[src/rtl/z16_io_pkg.sv]
// Shared definitions for the Z16 button conditioner.
// Holds the conditioner FSM state encoding and the default timing constants
// used as parameter defaults by z16_button_conditioner.
package z16_io_pkg;

  // Two-bit state encoding; the values are fixed so that the state can be
  // read as a raw field from a debug port.
  typedef enum logic [1:0] {
    IDLE        = 2'd0,
    DEB_PRESS   = 2'd1,
    PRESSED     = 2'd2,
    DEB_RELEASE = 2'd3
  } btn_state_t;

  localparam int SYNC_STAGES_DEF = 2;
  localparam int DEBOUNCE_DEF    = 4;
  localparam int LONG_PRESS_DEF  = 16;

endpackage

[src/rtl/z16_sync_chain.sv]
// N-flop synchroniser for a single asynchronous bit.
// Ports:
//   i_clk   - destination clock
//   i_rst_n - synchronous active-low reset, clears every stage
//   i_d     - asynchronous input
//   o_q     - synchronised output (last stage)
module z16_sync_chain #(
  parameter int STAGES = 2
) (
  input  logic i_clk,
  input  logic i_rst_n,
  input  logic i_d,
  output logic o_q
);

  logic [STAGES-1:0] sync_reg;

  always_ff @(posedge i_clk) begin
    if (!i_rst_n) begin
      sync_reg <= '0;
    end else begin
      sync_reg <= {sync_reg[STAGES-2:0], i_d};
    end
  end

  assign o_q = sync_reg[STAGES-1];

endmodule

[src/rtl/z16_button_conditioner.sv]
// Push-button conditioner feeding the Z16CPU button input.
// Synchronises and debounces the raw button, then produces a clean level,
// one-cycle press/release/long-press pulses, a hold flag, a sticky pending
// flag cleared by CPU acknowledge, and a wrapping press counter.
// Ports:
//   i_clk     - system clock
//   i_rst_n   - synchronous active-low reset
//   i_button  - raw asynchronous button, active-high
//   i_ack     - CPU acknowledge, clears o_pending
//   o_level   - debounced level
//   o_press   - one-cycle pulse on accepted press
//   o_release - one-cycle pulse on accepted release
//   o_long    - one-cycle pulse after LONG_PRESS_CYCLES in the pressed state
//   o_hold    - high from o_long until release
//   o_pending - sticky press flag
//   o_count   - accepted presses, modulo 2^COUNT_W
module z16_button_conditioner
  import z16_io_pkg::*;
#(
  parameter int SYNC_STAGES       = SYNC_STAGES_DEF,
  parameter int DEBOUNCE_CYCLES   = DEBOUNCE_DEF,
  parameter int LONG_PRESS_CYCLES = LONG_PRESS_DEF,
  parameter int COUNT_W           = 8
) (
  input  logic               i_clk,
  input  logic               i_rst_n,
  input  logic               i_button,
  input  logic               i_ack,
  output logic               o_level,
  output logic               o_press,
  output logic               o_release,
  output logic               o_long,
  output logic               o_hold,
  output logic               o_pending,
  output logic [COUNT_W-1:0] o_count
);

  localparam int DCW = $clog2(DEBOUNCE_CYCLES) + 1;
  localparam int HCW = $clog2(LONG_PRESS_CYCLES) + 1;
  localparam logic [DCW-1:0]     DEB_ONE   = DCW'(1);
  localparam logic [DCW-1:0]     DEB_LAST  = DCW'(DEBOUNCE_CYCLES);
  localparam logic [HCW-1:0]     HOLD_ONE  = HCW'(1);
  localparam logic [HCW-1:0]     HOLD_LAST = HCW'(LONG_PRESS_CYCLES);
  localparam logic [COUNT_W-1:0] CNT_ONE   = COUNT_W'(1);

  logic s;

  z16_sync_chain #(.STAGES(SYNC_STAGES)) u_sync (
    .i_clk   (i_clk),
    .i_rst_n (i_rst_n),
    .i_d     (i_button),
    .o_q     (s)
  );

  btn_state_t         state_reg,   state_next;
  logic [DCW-1:0]     deb_cnt_reg, deb_cnt_next;
  logic [HCW-1:0]     hold_cnt_reg, hold_cnt_next;
  logic               level_reg,   level_next;
  logic               press_reg,   press_next;
  logic               release_reg, release_next;
  logic               long_reg,    long_next;
  logic               hold_reg,    hold_next;
  logic               pending_reg, pending_next;
  logic [COUNT_W-1:0] count_reg,   count_next;
  logic [DCW-1:0]     deb_inc;
  logic [HCW-1:0]     hold_inc;

  assign deb_inc  = deb_cnt_reg + DEB_ONE;
  assign hold_inc = hold_cnt_reg + HOLD_ONE;

  always_comb begin
    state_next    = state_reg;
    deb_cnt_next  = deb_cnt_reg;
    hold_cnt_next = hold_cnt_reg;
    level_next    = level_reg;
    press_next    = 1'b0;
    release_next  = 1'b0;
    long_next     = 1'b0;
    hold_next     = hold_reg;
    count_next    = count_reg;
    // Ack clears first; a press accepted on the same edge overrides below.
    pending_next  = i_ack ? 1'b0 : pending_reg;

    case (state_reg)
      IDLE: begin
        if (s) begin
          state_next   = DEB_PRESS;
          deb_cnt_next = DEB_ONE;
        end
      end
      DEB_PRESS: begin
        if (!s) begin
          state_next = IDLE;
        end else if (deb_inc == DEB_LAST) begin
          state_next    = PRESSED;
          level_next    = 1'b1;
          press_next    = 1'b1;
          count_next    = count_reg + CNT_ONE;
          pending_next  = 1'b1;
          hold_cnt_next = '0;
        end else begin
          deb_cnt_next = deb_inc;
        end
      end
      PRESSED: begin
        // Saturating hold counter: o_long fires only on the step that
        // reaches the threshold, so it cannot repeat within one press.
        if (hold_cnt_reg != HOLD_LAST) begin
          hold_cnt_next = hold_inc;
          if (hold_inc == HOLD_LAST) begin
            long_next = 1'b1;
            hold_next = 1'b1;
          end
        end
        if (!s) begin
          state_next   = DEB_RELEASE;
          deb_cnt_next = DEB_ONE;
        end
      end
      DEB_RELEASE: begin
        if (s) begin
          state_next = PRESSED;
        end else if (deb_inc == DEB_LAST) begin
          state_next    = IDLE;
          level_next    = 1'b0;
          release_next  = 1'b1;
          hold_next     = 1'b0;
          hold_cnt_next = '0;
        end else begin
          deb_cnt_next = deb_inc;
        end
      end
      default: begin
        state_next = IDLE;
      end
    endcase
  end

  always_ff @(posedge i_clk) begin
    if (!i_rst_n) begin
      state_reg    <= IDLE;
      deb_cnt_reg  <= '0;
      hold_cnt_reg <= '0;
      level_reg    <= 1'b0;
      press_reg    <= 1'b0;
      release_reg  <= 1'b0;
      long_reg     <= 1'b0;
      hold_reg     <= 1'b0;
      pending_reg  <= 1'b0;
      count_reg    <= '0;
    end else begin
      state_reg    <= state_next;
      deb_cnt_reg  <= deb_cnt_next;
      hold_cnt_reg <= hold_cnt_next;
      level_reg    <= level_next;
      press_reg    <= press_next;
      release_reg  <= release_next;
      long_reg     <= long_next;
      hold_reg     <= hold_next;
      pending_reg  <= pending_next;
      count_reg    <= count_next;
    end
  end

  assign o_level   = level_reg;
  assign o_press   = press_reg;
  assign o_release = release_reg;
  assign o_long    = long_reg;
  assign o_hold    = hold_reg;
  assign o_pending = pending_reg;
  assign o_count   = count_reg;

endmodule

[config.mk]
export PLATFORM = sky130hd
export DESIGN_NAME = z16_button_conditioner
export DESIGN_NICKNAME = d
export VERILOG_FILES = /design/src/rtl/z16_io_pkg.sv /design/src/rtl/z16_sync_chain.sv /design/src/rtl/z16_button_conditioner.sv
export SDC_FILE = /design/constraint.sdc
export NUM_CORES = 1
export LEC_CHECK = 0
export ABC_AREA = 1
export ABC_CLOCK_PERIOD_IN_PS = 1440
export CAP_MARGIN = 25
export CORE_ASPECT_RATIO = 0.75
export CORE_MARGIN = 2
export CORE_UTILIZATION = 40
export DETAILED_ROUTE_END_ITERATION = 7
export DONT_BUFFER_PORTS = 1
export GPL_ROUTABILITY_DRIVEN = 0
export GPL_TIMING_DRIVEN = 1
export PLACE_DENSITY = 0.53
export SYNTH_ARGS = -nofsm -noshare
export SYNTH_HDL_FRONTEND = slang
export SYNTH_SLANG_ARGS = --single-unit
[constraint.sdc]
create_clock -name i_clk -period 1.44 [get_ports i_clk]
set_input_delay 0.36 -clock i_clk [delete_from_list [all_inputs] [get_ports i_clk]]
set_output_delay 0.36 -clock i_clk [all_outputs]
set_load 0.05 [all_outputs]
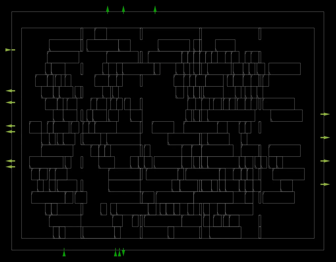
Figure 1: cell placement.
fraction of area in registers: 31.77%
# Taps: 40
Util after Layout: 50.45%
FF+latch count: 26

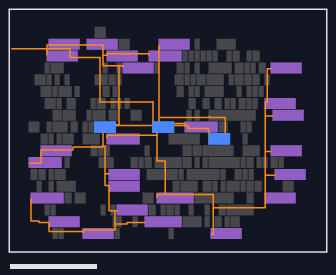
Figure 2: routed clock nets over the placement.
Scale bar: 20 um.
clock wires -> orange  # length 367 um
cells driving clock nets -> blue  # count 3
flip-flops -> purple  # count 26
flops lie = all over the die

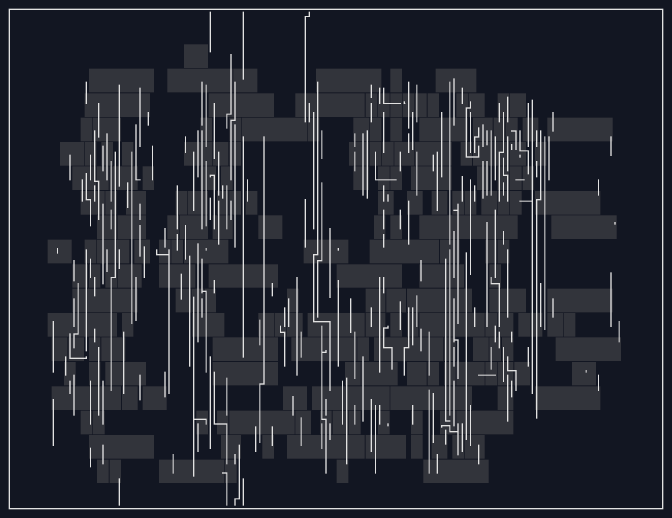
Figure 3: met2 routing.
longest straight run = 32.6 um
main direction = vertical
wire length on this layer = 1,340 um
share of all routed wire = 47%
nets with wire on the layer = 168

==> impl_metrics.toml <==
# synthesis and place-and-route metrics
[flow_run]
maxCapViolCount = 0

[power]
p_sw_mw = 0.2920
irDropWorstVdd_mv = 0.5183
netSwitchingFraction_pct = 20.84
power_leader = "registers"

[cts]
ctsResizeCount = 2
clk_latency_ns = 0.28

[run_status]
status = "complete, no violations"

[yosys]
synth_cell_types = 26
ff_type = "dfxtp_1"
top_logic_kind = "simple AND/OR/NAND/NOR gates"

[worst_hold_path]
whs_endpoint = "u_sync.sync_reg[0]"
hold_class = "in2reg"

[critical_path]
reg2reg_to = "o_count[3]"
reg2reg_setup_slack_ns = 0.06
crit_start = "deb_cnt_reg[0]"

[placed_design]
placed_cell_area_um2 = 1533

[global_routing]
grtUsageMet3_pct = 4.745

[cells_and_area]
clock_area_share_pct = 4.241
syn2layout_area_growth_pct = 19.04
